==> run_1/layer_met1.png <==
Scale: 3 px per um.
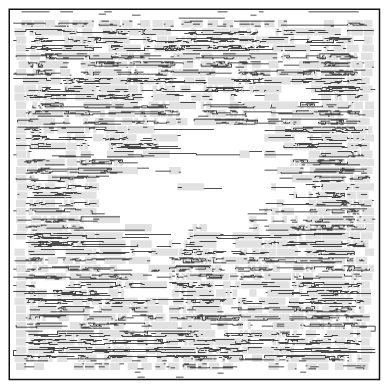
==> run_1/layer_met2.png <==
Scale: 4 px per um.
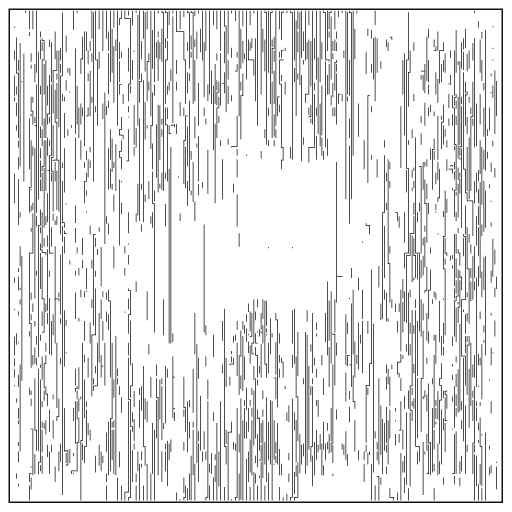
==> run_1/layer_met3.png <==
Scale: 2 px per um.
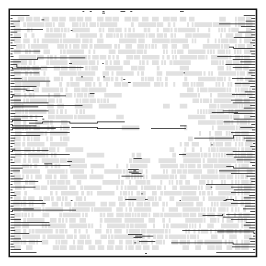
==> src/rtl/sc_pkg.sv <==
// Shared types and constants for the sc_bus single-slave arbiter slice.
package sc_pkg;

  typedef enum logic [1:0] {
    ST_IDLE   = 2'd0,
    ST_ACCESS = 2'd1,
    ST_RESP   = 2'd2
  } bus_state_e;

  typedef enum logic {
    OWN_M0 = 1'b0,
    OWN_M1 = 1'b1
  } owner_e;

  localparam logic [31:0] ADDR_LB  = 32'hFF00_0000;
  localparam logic [31:0] ADDR_TTY = 32'hFF00_0004;

  typedef struct packed {
    logic        we;
    logic [31:0] addr;
    logic [31:0] wdata;
    logic [3:0]  be;
  } bus_req_t;

endpackage

==> src/rtl/sc_rr_arb2.sv <==
// Two-master round-robin pick with a bounded m1 lock counter.
module sc_rr_arb2
  import sc_pkg::*;
#(
  parameter int N_BEATS_MAX = 15
) (
  input  logic clk_i,
  input  logic rst_ni,
  input  logic en_i,
  input  logic req0_i,
  input  logic req1_i,
  input  logic lock1_i,
  output logic gnt0_o,
  output logic gnt1_o
);

  localparam int CW = $clog2(N_BEATS_MAX + 1);

  owner_e        last_q, last_d;
  logic [CW-1:0] cnt_q, cnt_d;
  logic          lock_act, pick1;

  always_comb begin
    // a lock that has reached its beat budget yields one arbitration to round-robin
    lock_act = (cnt_q != '0) && (cnt_q < CW'(N_BEATS_MAX));
    if (req1_i && lock_act)    pick1 = 1'b1;
    else if (req0_i && req1_i) pick1 = (last_q == OWN_M0);
    else                       pick1 = req1_i;
    gnt1_o = en_i & pick1;
    gnt0_o = en_i & req0_i & ~pick1;

    last_d = last_q;
    cnt_d  = cnt_q;
    if (gnt0_o) begin
      last_d = OWN_M0;
      cnt_d  = '0;
    end else if (gnt1_o) begin
      last_d = OWN_M1;
      if (!lock1_i)                        cnt_d = '0;
      else if (cnt_q == CW'(N_BEATS_MAX))  cnt_d = CW'(1);
      else                                 cnt_d = cnt_q + CW'(1);
    end
  end

  always_ff @(posedge clk_i or negedge rst_ni) begin
    if (!rst_ni) begin
      last_q <= OWN_M1;
      cnt_q  <= '0;
    end else begin
      last_q <= last_d;
      cnt_q  <= cnt_d;
    end
  end

endmodule

==> src/rtl/sc_bus_arb.sv <==
// Arbitrates LSU (m0) and loader/DMA (m1) onto sc_bus: grant, one access cycle, one response cycle.
module sc_bus_arb
  import sc_pkg::*;
#(
  parameter int N_BEATS_MAX = 15
) (
  input  logic        clk_i,
  input  logic        rst_ni,
  input  logic        m0_req_i,
  input  logic        m0_we_i,
  input  logic [31:0] m0_addr_i,
  input  logic [31:0] m0_wdata_i,
  input  logic [3:0]  m0_be_i,
  output logic        m0_gnt_o,
  output logic        m0_rvalid_o,
  output logic [31:0] m0_rdata_o,
  input  logic        m1_req_i,
  input  logic        m1_we_i,
  input  logic [31:0] m1_addr_i,
  input  logic [31:0] m1_wdata_i,
  input  logic [3:0]  m1_be_i,
  input  logic        m1_lock_i,
  output logic        m1_gnt_o,
  output logic        m1_rvalid_o,
  output logic [31:0] m1_rdata_o,
  output logic [31:0] bus_addr_o,
  output logic [31:0] bus_wdata_o,
  output logic [3:0]  bus_be_o,
  output logic        bus_we_o,
  input  logic [31:0] bus_rdata_i
);

  bus_state_e  state_q, state_d;
  owner_e      owner_q;
  bus_req_t    req_q;
  logic [31:0] rdata_q;
  logic        arb_en, gnt0, gnt1, in_acc, in_resp;

  // reset gates the combinational grant so nothing leaks out while held in reset
  assign arb_en = rst_ni && (state_q == ST_IDLE);

  sc_rr_arb2 #(.N_BEATS_MAX(N_BEATS_MAX)) u_arb (
    .clk_i  (clk_i),
    .rst_ni (rst_ni),
    .en_i   (arb_en),
    .req0_i (m0_req_i),
    .req1_i (m1_req_i),
    .lock1_i(m1_lock_i),
    .gnt0_o (gnt0),
    .gnt1_o (gnt1)
  );

  always_comb begin
    state_d = state_q;
    case (state_q)
      ST_IDLE:   if (gnt0 || gnt1) state_d = ST_ACCESS;
      ST_ACCESS: state_d = ST_RESP;
      ST_RESP:   state_d = ST_IDLE;
      default:   state_d = ST_IDLE;
    endcase
  end

  always_ff @(posedge clk_i or negedge rst_ni) begin
    if (!rst_ni) begin
      state_q <= ST_IDLE;
      owner_q <= OWN_M0;
      req_q   <= '0;
      rdata_q <= '0;
    end else begin
      state_q <= state_d;
      if (gnt0) begin
        owner_q <= OWN_M0;
        req_q   <= '{we: m0_we_i, addr: m0_addr_i, wdata: m0_wdata_i, be: m0_be_i};
      end else if (gnt1) begin
        owner_q <= OWN_M1;
        req_q   <= '{we: m1_we_i, addr: m1_addr_i, wdata: m1_wdata_i, be: m1_be_i};
      end
      if (state_q == ST_ACCESS) rdata_q <= bus_rdata_i;
    end
  end

  assign in_acc  = (state_q == ST_ACCESS);
  assign in_resp = (state_q == ST_RESP);

  assign m0_gnt_o    = gnt0;
  assign m1_gnt_o    = gnt1;
  assign bus_addr_o  = req_q.addr;
  assign bus_wdata_o = req_q.wdata;
  assign bus_we_o    = in_acc & req_q.we;
  assign bus_be_o    = in_acc ? req_q.be : 4'h0;

  assign m0_rvalid_o = in_resp && (owner_q == OWN_M0);
  assign m1_rvalid_o = in_resp && (owner_q == OWN_M1);
  assign m0_rdata_o  = m0_rvalid_o ? rdata_q : 32'h0;
  assign m1_rdata_o  = m1_rvalid_o ? rdata_q : 32'h0;

endmodule
==> config.mk <==
export PLATFORM = sky130hd
export DESIGN_NAME = sc_bus_arb
export DESIGN_NICKNAME = d
export VERILOG_FILES = /design/src/rtl/sc_pkg.sv /design/src/rtl/sc_rr_arb2.sv /design/src/rtl/sc_bus_arb.sv
export SDC_FILE = /design/constraint.sdc
export NUM_CORES = 1
export LEC_CHECK = 0
export ABC_AREA = 1
export CORE_UTILIZATION = 39
export DETAILED_ROUTE_END_ITERATION = 10
export PLACE_DENSITY_LB_ADDON = 0.3
export SETUP_SLACK_MARGIN = 0.3
export SLEW_MARGIN = 40
export SYNTH_ARGS = -nofsm -noshare
export SYNTH_HDL_FRONTEND = slang
export SYNTH_HIERARCHICAL = 1
export SYNTH_SLANG_ARGS = --single-unit
==> constraint.sdc <==
create_clock -name clk_i -period 2.4 [get_ports clk_i]
set_input_delay 0.6 -clock clk_i [delete_from_list [all_inputs] [get_ports clk_i]]
set_output_delay 0.6 -clock clk_i [all_outputs]
set_load 0.01 [all_outputs]
==> impl_metrics.tcl, run 1 <==
# collected from the flow reports
set metrics [dict create \
    wire_per_inst_um 15.9 \
    fill_cells 1169 \
    synth_top_cell_by_count "nand2_1" \
    yosys.area_share.adder 0.00439 \
    worstHoldPathType "primary input to asynchronous set/reset pin" \
    place_congestion 0.782 \
    p_comb_w 0.00509 \
    syn-num-nets 932 \
    antenna_left 0 \
    cts_hold_buffers 0 \
    async_flop_share 1.00 \
    maxClockFrequency_mhz 448 \
    switchingPower_w 0.00374 \
    viasPerCell 4.85 \
    drive_gt1_frac 0.151 \
    run_status "finished, final reports clean" \
    path_class "register to output pin" \
    dr_wl_met2_um 9580 \
    p_int_w 0.00599 \
    port-buffer-count 311 \
    ys_seq_share 0.479 \
    grt_usage 0.238 \
    critPathArrivalTime_ns 1.63 \
    utilization 0.670 \
    cap_violations 0 \
    syn_area_per_cell_um2 7.55 \
]
Back to the opening pictures, layer_met1.png:
wire length on this layer: 7230 um
nets with wire on the layer: 981
longest straight run: 35.9 um
final wirelength: 19200 um
routed vias: 5831

Back to the opening pictures, layer_met2.png:
wire length on this layer: 9580 um
longest straight run: 62.0 um
share of all routed wire: 50%
nets with wire on the layer: 963
main direction: vertical

Back to the opening pictures, layer_met3.png:
nets with wire on the layer: 200
longest straight run: 36.2 um

==> run 2: changes to the inputs <==
--- a/config.mk
+++ b/config.mk
@@ -8,7 +8,8 @@
 export ABC_AREA = 1
 export CORE_UTILIZATION = 39
 export DETAILED_ROUTE_END_ITERATION = 10
-export PLACE_DENSITY_LB_ADDON = 0.3
+export HOLD_SLACK_MARGIN = 0.08
+export PLACE_DENSITY = 0.82
 export SETUP_SLACK_MARGIN = 0.3
 export SLEW_MARGIN = 40
 export SYNTH_ARGS = -nofsm -noshare
==> impl_metrics.tcl, run 2 <==
# collected from the flow reports
set metrics [dict create \
    cts_hold_buffers 0 \
    p_comb_w 0.00506 \
    syn-num-nets 932 \
    antenna_left 0 \
    ys_seq_share 0.479 \
    routed_wl_um 19300 \
    syn_area_per_cell_um2 7.55 \
    utilization 0.666 \
    cp_top_family "buffers and inverters" \
    worstHoldPathType "primary input to asynchronous set/reset pin" \
    yosys.area_share.adder 0.00439 \
    p_int_w 0.00597 \
    synth_top_cell_by_count "nand2_1" \
    area_dominant_class "buffers" \
    clockNetworkAreaShare 0.0313 \
    run_status "finished, final reports clean" \
    mostFrequentLayoutCells "249 x nand2_1, 235 x clkdlybuf4s50_1, 143 x nand3_1, 106 x dfrtp_1, 43 x inv_1" \
    switchingPower_w 0.00381 \
    rrSetupSlack_ns 0.50 \
    dr_wl_met2_um 10100 \
    critPathArrivalTime_ns 1.69 \
    maxClockFrequency_mhz 437 \
    vias 5827 \
    viasPerCell 4.88 \
    async_flop_share 1.00 \
    place_congestion 0.834 \
    drive_gt1_frac 0.180 \
]
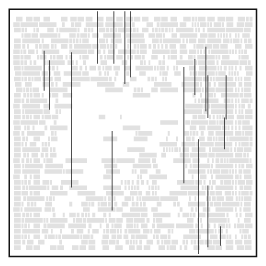
(run_2/layer_met4.png)
Scale: 2 px per um.
longest straight run: 67.3 um
main direction: vertical
wire length on this layer: 535 um

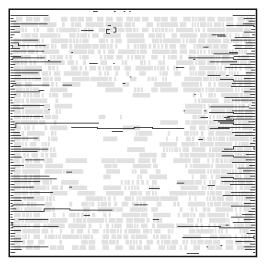
(run_2/layer_met3.png)
Scale: 2 px per um.
main direction: horizontal
wire length on this layer: 1720 um
share of all routed wire: 8.9%
longest straight run: 41.4 um
nets with wire on the layer: 206

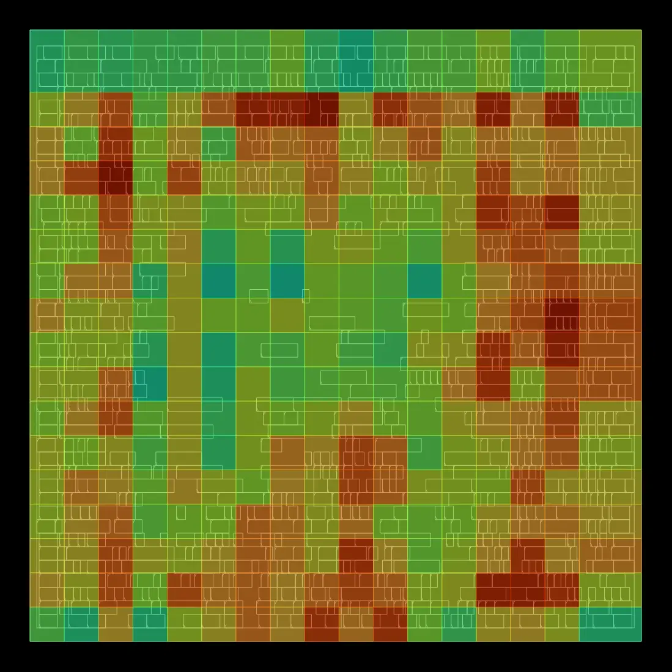
(run_2/congestion.png)
met3 usage: 0.0697
GR Util met2: 0.454
GRT Util Overall: 0.247
busiest metal layer after global routing: met2
wire per inst: 16.2 um

